$ cat config.mk
export PLATFORM = sky130hd
export DESIGN_NAME = controlador_acesso_autenticacao
export DESIGN_NICKNAME = d
export VERILOG_FILES = /design/src/rtl/autenticacao_pkg.sv /design/src/rtl/temporizador_autenticacao.sv /design/src/rtl/controlador_acesso_autenticacao.sv
export SDC_FILE = /design/constraint.sdc
export NUM_CORES = 1
export LEC_CHECK = 0
export CORE_AREA = 2 2 39 41
export CTS_CLUSTER_DIAMETER = 40
export DETAILED_ROUTE_END_ITERATION = 6
export DIE_AREA = 0 0 41 43
export PLACE_DENSITY_LB_ADDON = 0.15
export SYNTH_ARGS = -nofsm -noshare
export SYNTH_HDL_FRONTEND = slang
export SYNTH_SLANG_ARGS = --single-unit
export TNS_END_PERCENT = 100
$ cat constraint.sdc
create_clock -name CLK -period 2.1 [get_ports CLK]
set_clock_uncertainty 0.1 [all_clocks]
set_input_delay 0.315 -clock CLK [delete_from_list [all_inputs] [get_ports CLK]]
set_output_delay 0.315 -clock CLK [all_outputs]
set_load 0.005 [all_outputs]
$ cat src/rtl/autenticacao_pkg.sv
// Shared definitions for the authentication access controller: state and level encodings.
// Optional lockout feature is selected by the AUT_BLOQUEIO_EN macro in the top module.
package autenticacao_pkg;

    localparam logic [1:0] IDLE     = 2'd0;
    localparam logic [1:0] LIBERA   = 2'd1;
    localparam logic [1:0] NEGA     = 2'd2;
    localparam logic [1:0] BLOQUEIO = 2'd3;

    typedef enum logic [1:0] {
        S_IDLE     = IDLE,
        S_LIBERA   = LIBERA,
        S_NEGA     = NEGA,
        S_BLOQUEIO = BLOQUEIO
    } estado_t;

    localparam logic [1:0] NIVEL_NENHUM = 2'd0;
    localparam logic [1:0] NIVEL_1      = 2'd1;
    localparam logic [1:0] NIVEL_2      = 2'd2;
    localparam logic [1:0] NIVEL_3      = 2'd3;

    // Lowest-index set flag wins; callers only use this when at least one flag is set.
    function automatic logic [1:0] nivel_prioridade(input logic aut1, input logic aut2,
                                                    input logic aut3);
        if (aut1)      return NIVEL_1;
        else if (aut2) return NIVEL_2;
        else if (aut3) return NIVEL_3;
        else           return NIVEL_NENHUM;
    endfunction

endpackage

$ cat src/rtl/temporizador_autenticacao.sv
// Loadable down-counter shared by the grant window and the lockout period.
// Stops at zero; zero flag reflects the registered count.
module temporizador_autenticacao #(
    parameter int W = 4
) (
    input  logic         clk,
    input  logic         rst,
    input  logic         load,
    input  logic [W-1:0] value,
    output logic         zero
);

    logic [W-1:0] count_q;
    logic [W-1:0] count_d;

    always_comb begin
        count_d = count_q;
        if (load) begin
            count_d = value;
        end else if (count_q != '0) begin
            count_d = count_q - W'(1);
        end
    end

    always_ff @(posedge clk) begin
        if (rst) begin
            count_q <= '0;
        end else begin
            count_q <= count_d;
        end
    end

    assign zero = (count_q == '0);

endmodule

$ cat src/rtl/controlador_acesso_autenticacao.sv
// Access controller: samples AUT1..AUT3 on VALIDAR, grants a timed window or counts failures.
// Define AUT_BLOQUEIO_EN to enable the timed lockout after MAX_TENT consecutive failures.
module controlador_acesso_autenticacao
    import autenticacao_pkg::*;
#(
    parameter int MAX_TENT   = 3,
    parameter int T_ABERTO   = 8,
    parameter int T_BLOQUEIO = 16
) (
    input  logic                          CLK,
    input  logic                          RST,
    input  logic                          AUT1,
    input  logic                          AUT2,
    input  logic                          AUT3,
    input  logic                          VALIDAR,
    output logic                          LIBERADO,
    output logic [1:0]                    NIVEL,
    output logic                          NEGADO,
    output logic                          BLOQUEADO,
    output logic [$clog2(MAX_TENT+1)-1:0] TENTATIVAS
);

    localparam int TW   = $clog2(MAX_TENT + 1);
    localparam int TMAX = (T_ABERTO > T_BLOQUEIO) ? T_ABERTO : T_BLOQUEIO;
    localparam int TMW  = (TMAX > 1) ? $clog2(TMAX) : 1;
    localparam logic [TW-1:0] MAX_T = TW'(MAX_TENT);

    estado_t       estado_q, estado_d;
    logic [1:0]    nivel_q, nivel_d;
    logic [TW-1:0] tentativas_q, tentativas_d;
    logic          liberado_q, liberado_d;
    logic          negado_q, negado_d;
    logic          bloqueado_q, bloqueado_d;

    logic           tmr_load;
    logic [TMW-1:0] tmr_value;
    logic           tmr_zero;

    temporizador_autenticacao #(.W(TMW)) u_temporizador (
        .clk   (CLK),
        .rst   (RST),
        .load  (tmr_load),
        .value (tmr_value),
        .zero  (tmr_zero)
    );

    always_comb begin
        estado_d     = estado_q;
        nivel_d      = nivel_q;
        tentativas_d = tentativas_q;
        tmr_load     = 1'b0;
        tmr_value    = '0;

        case (estado_q)
            S_IDLE: begin
                if (VALIDAR) begin
                    if (AUT1 || AUT2 || AUT3) begin
                        estado_d     = S_LIBERA;
                        nivel_d      = nivel_prioridade(AUT1, AUT2, AUT3);
                        tentativas_d = '0;
                        tmr_load     = 1'b1;
                        tmr_value    = TMW'(T_ABERTO - 1);
                    end else begin
                        estado_d     = S_NEGA;
                        tentativas_d = (tentativas_q == MAX_T) ? MAX_T : tentativas_q + TW'(1);
                    end
                end
            end
            S_LIBERA: begin
                if (tmr_zero) begin
                    estado_d = S_IDLE;
                    nivel_d  = NIVEL_NENHUM;
                end
            end
            S_NEGA: begin
                estado_d = S_IDLE;
`ifdef AUT_BLOQUEIO_EN
                if (tentativas_q == MAX_T) begin
                    estado_d  = S_BLOQUEIO;
                    tmr_load  = 1'b1;
                    tmr_value = TMW'(T_BLOQUEIO - 1);
                end
`endif
            end
            S_BLOQUEIO: begin
                if (tmr_zero) begin
                    estado_d     = S_IDLE;
                    tentativas_d = '0;
                end
            end
            default: begin
                estado_d = S_IDLE;
            end
        endcase

        // Outputs are decoded from the next state so they register alongside it.
        liberado_d  = (estado_d == S_LIBERA);
        negado_d    = (estado_d == S_NEGA);
`ifdef AUT_BLOQUEIO_EN
        bloqueado_d = (estado_d == S_BLOQUEIO);
`else
        bloqueado_d = 1'b0;
`endif
    end

    always_ff @(posedge CLK) begin
        if (RST) begin
            estado_q     <= S_IDLE;
            nivel_q      <= NIVEL_NENHUM;
            tentativas_q <= '0;
            liberado_q   <= 1'b0;
            negado_q     <= 1'b0;
            bloqueado_q  <= 1'b0;
        end else begin
            estado_q     <= estado_d;
            nivel_q      <= nivel_d;
            tentativas_q <= tentativas_d;
            liberado_q   <= liberado_d;
            negado_q     <= negado_d;
            bloqueado_q  <= bloqueado_d;
        end
    end

    assign LIBERADO   = liberado_q;
    assign NIVEL      = nivel_q;
    assign NEGADO     = negado_q;
    assign BLOQUEADO  = bloqueado_q;
    assign TENTATIVAS = tentativas_q;

endmodule

Figure 1. Sequential cells colored by netlist name (run 1).
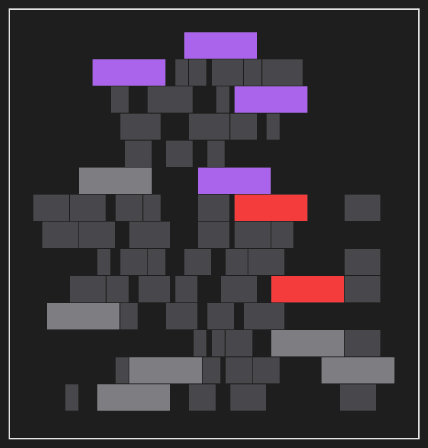
Key: purple = u_temporizador.count_q [flops 4, where north]; red = TENTATIVAS [flops 2]

Figure 2. The metal 2 layer (run 1).
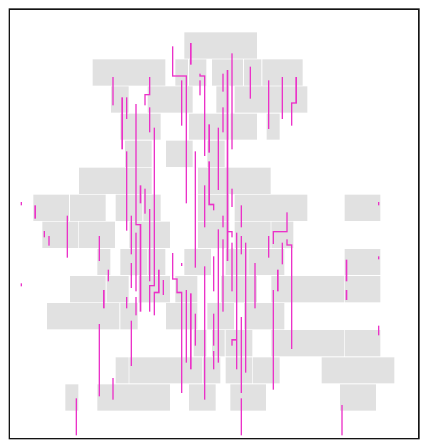
The layer holds 41% of the routed length. 66 nets have wire on it. The wires run mostly vertical. The layer carries 406 um of wire. The longest straight run is 19.0 um.

Figure 3. Track usage over the die (run 1).
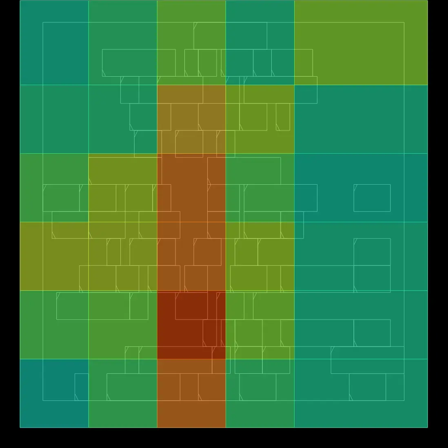
met2 global-route usage: 18.1%
GRT Util Overall: 14.7%
M1 GR Usage: 20.0%
Final Core Density: 49.9%

==> CHANGELOG.md, run 1 <==
### Implementation results

- Status: completed
- I/O Pins: 13
- Synthesized registers: 12
- Unrepaired setup endpoints after global routing: false
- GP Congestion: 0.715
- Metal-1 WL: 512 um
- Worst path buffer plus inverter count: 1
- Register-to-register setup slack: 0.46 ns
- Dpl cells: 81
- Compound Share, Synth: 18.3%
- Layout area overhead: 29.3%
- Chip Area, Yosys: 534 um^2
- Met2 WL post-DR: 405 um
- Syn Nets: 61
- Overall Power: 590 uW
- Worst setup path startpoint: u_temporizador.count_q[0]$_SDFFE_PP0P_
- Initial antenna violation count: 0
- Post-route ant nets: 0
- Hold Path End: NIVEL[1]$_SDFFE_PP0P_
- Worst setup SP type: register
- Mapped cell area: 534 um^2
- Avg Cell Area, Syn: 9.89 um^2
- Diodes inserted: 0
- Tool Warnings: 26
- TritonRoute pass-1 iters: 2
- Critical path class: register to register
- CP Cell Sequence: inv_1, ha_1, nor3b_1, a31oi_1, a32o_1
- TNS Setup: 0 ns
- Dominant Register Cell: dfxtp_1
- Via Count: 430
- PortBufs: 11
- PostCTS Resize Cnt: 0
- Non-filler cells, final: 84
- Final hold slack: 0.385 ns
- Final HPWL DP: 717 um
- FILL cells: 146
- Final setup fails: 0
- WP data arrival: 1.70 ns
-- run 1: power by group --
part / switching, uW / total [uW] / internal [uW]
combinational: 75.9 / 177 / 101
sequential: 21.4 / 277 / 256
clock: 69.8 / 136 / 66.2
-- run 1: registers in the layout, summed over array words and instances, names as in the netlist --
| register | count |
|---|---|
| NEGADO | 1 |
| estado_q | 2 |
| LIBERADO | 1 |
| NIVEL | 2 |
| TENTATIVAS | 2 |
| u_temporizador.count_q | 4 |
-- run 1: worst min-delay path: stages, from the launching register on --
cell and delay (ns):
dfxtp_1 0.31, o221ai_1 0.06, a21oi_1 0.06
-- run 1: cell type report --
type | instances | share of cell area [%]
timing repair buffer | 13 | 18.1
clock buffer | 3 | 3.26
multi-input combinational | 38 | 39.9
tap | 16 | 2.90
inverter | 2 | 1.09
sequential | 12 | 34.8
Figure 4. Signal wires on met1 (run 1).
Supply wires on this layer in gray.
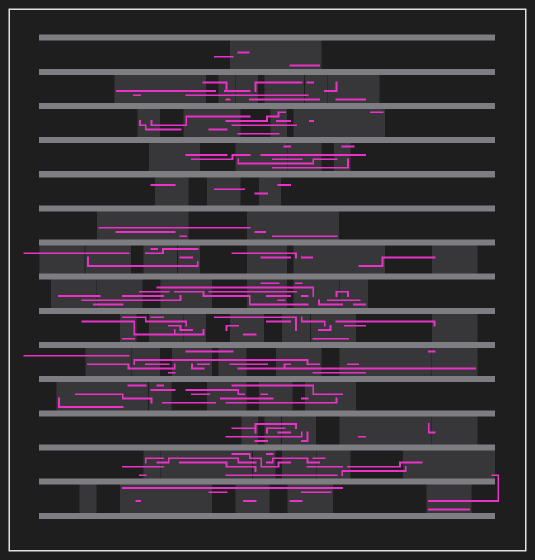

--- run 2 (diff from run 1) ---
--- a/config.mk
+++ b/config.mk
@@ -5,10 +5,10 @@
 export SDC_FILE = /design/constraint.sdc
 export NUM_CORES = 1
 export LEC_CHECK = 0
-export CORE_AREA = 2 2 39 41
+export CORE_MARGIN = 2
+export CORE_UTILIZATION = 41
 export CTS_CLUSTER_DIAMETER = 40
 export DETAILED_ROUTE_END_ITERATION = 6
-export DIE_AREA = 0 0 41 43
 export PLACE_DENSITY_LB_ADDON = 0.15
 export SYNTH_ARGS = -nofsm -noshare
 export SYNTH_HDL_FRONTEND = slang
==> constraint.sdc (replaced) <==
create_clock -name CLK -period 1.3 [get_ports CLK]
set_clock_uncertainty 0.1 [all_clocks]
set_input_delay 0.195 -clock CLK [delete_from_list [all_inputs] [get_ports CLK]]
set_output_delay 0.195 -clock CLK [all_outputs]
set_load 0.005 [all_outputs]
Figure 5. Signal wires on met1 (run 2).
Supply wires on this layer in gray.
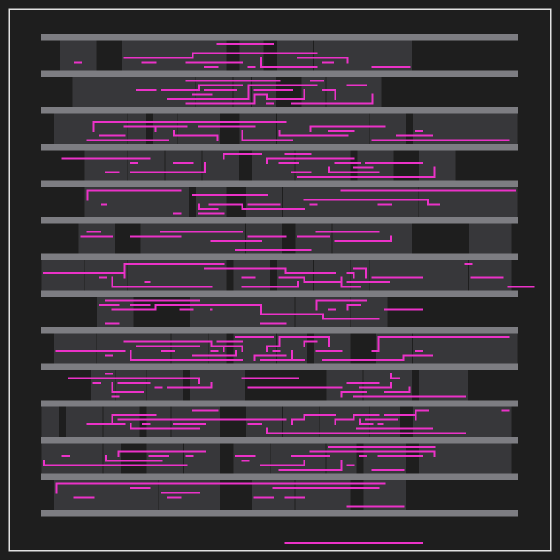
The layer holds 47% of the routed length. The longest straight run is 24.4 um. The layer carries 711 um of wire.

Figure 6. The metal 2 layer (run 2).
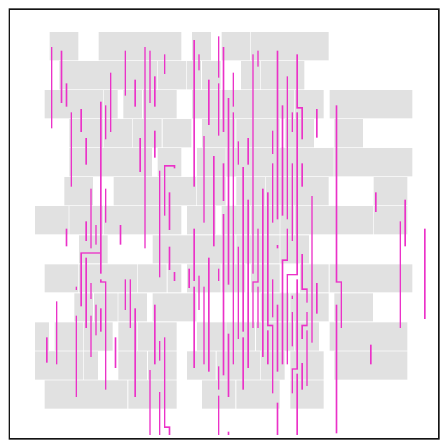
The longest straight run is 23.5 um. The layer carries 732 um of wire.
met2 global-route usage: 35.1%
Via Count: 550

Figure 7. Sequential cells colored by netlist name (run 2).
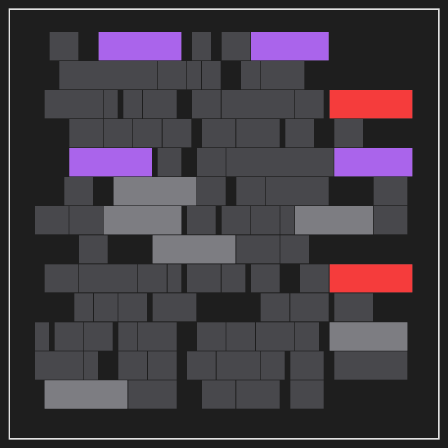
Key: red = TENTATIVAS [flops 2]; purple = u_temporizador.count_q [flops 4]
Another 6 sequential cells are not colored.

==> run 2 against run 1 <==
Net effect: the run now ends with negative setup slack left; non-clock buffer count grew 23; core utilization up 27 points; clock power up 65%; maximum frequency is 8.2% higher; cell area is 39% higher; register-to-register slack lost 0.68 ns; synthesized cell count stayed put; die size fell by 8.8%.
==> CHANGELOG.md, run 2 <==
### Implementation results

- Hold Path End: NEGADO$_SDFF_PP0_
- P_seq: 450 uW (+62%)
- Status: complete, but fails checks
- Chip Area, Yosys: 534 um^2 (unchanged)
- GRT Util Overall: 23.8% (+9.0 points)
- Failing checks: negative setup slack
- Leading power group: combinational cells
- Synthesized registers: 12 (unchanged)
- Final setup fails: 10 (+10)
- Sw frac: 30.8% (+2.5 points)
- I/O Pins: 13 (unchanged)
- Final Core Density: 76.5% (+27 points)
- Tool Warnings: 29 (+12%)
- Layout area overhead: 79.4%
- Overall Power: 1290 uW (+120%)
- Setup WS post-layout: -0.217 ns
- Non-filler cells, final: 106 (+26%)
- Avg Cell Area, Syn: 9.89 um^2 (unchanged)
- Mapped cell area: 534 um^2 (unchanged)
- TritonRoute pass-1 iters: 4 (+2)
-- run 2: cell counts after synthesis --
No cell type changed its count.
-- run 2: final cells by class --
class                      count  share of cell area (%)
tap                           15                    1.96
multi-input combinational     38                    37.9
clock buffer                   3                    2.35
inverter                       2                   0.783
timing repair buffer          36                    31.1
sequential                    12                    26.0
-- run 2: logic make-up after synthesis --
group / synth area share, %
AND/OR/NAND/NOR: 22.7
adder cells (fa/ha/maj): 2.34
multiplexers: 4.22
other: 0.702
buffers and inverters: 3.51
AND-OR/OR-AND: 18.3
XOR/XNOR: 3.28
flip-flops: 45.0
-- run 2: layer usage --
metal  up-vias  wire length, um  global-route usage (%)
li1        276                -                       -
met1       262              710                    28.2
met2        10              731                    35.1
met3         2               43                    9.44
met4         0               14                    15.5
met5         -                0                       0
No activity file was given, so power comes from the tool's default toggle rates.
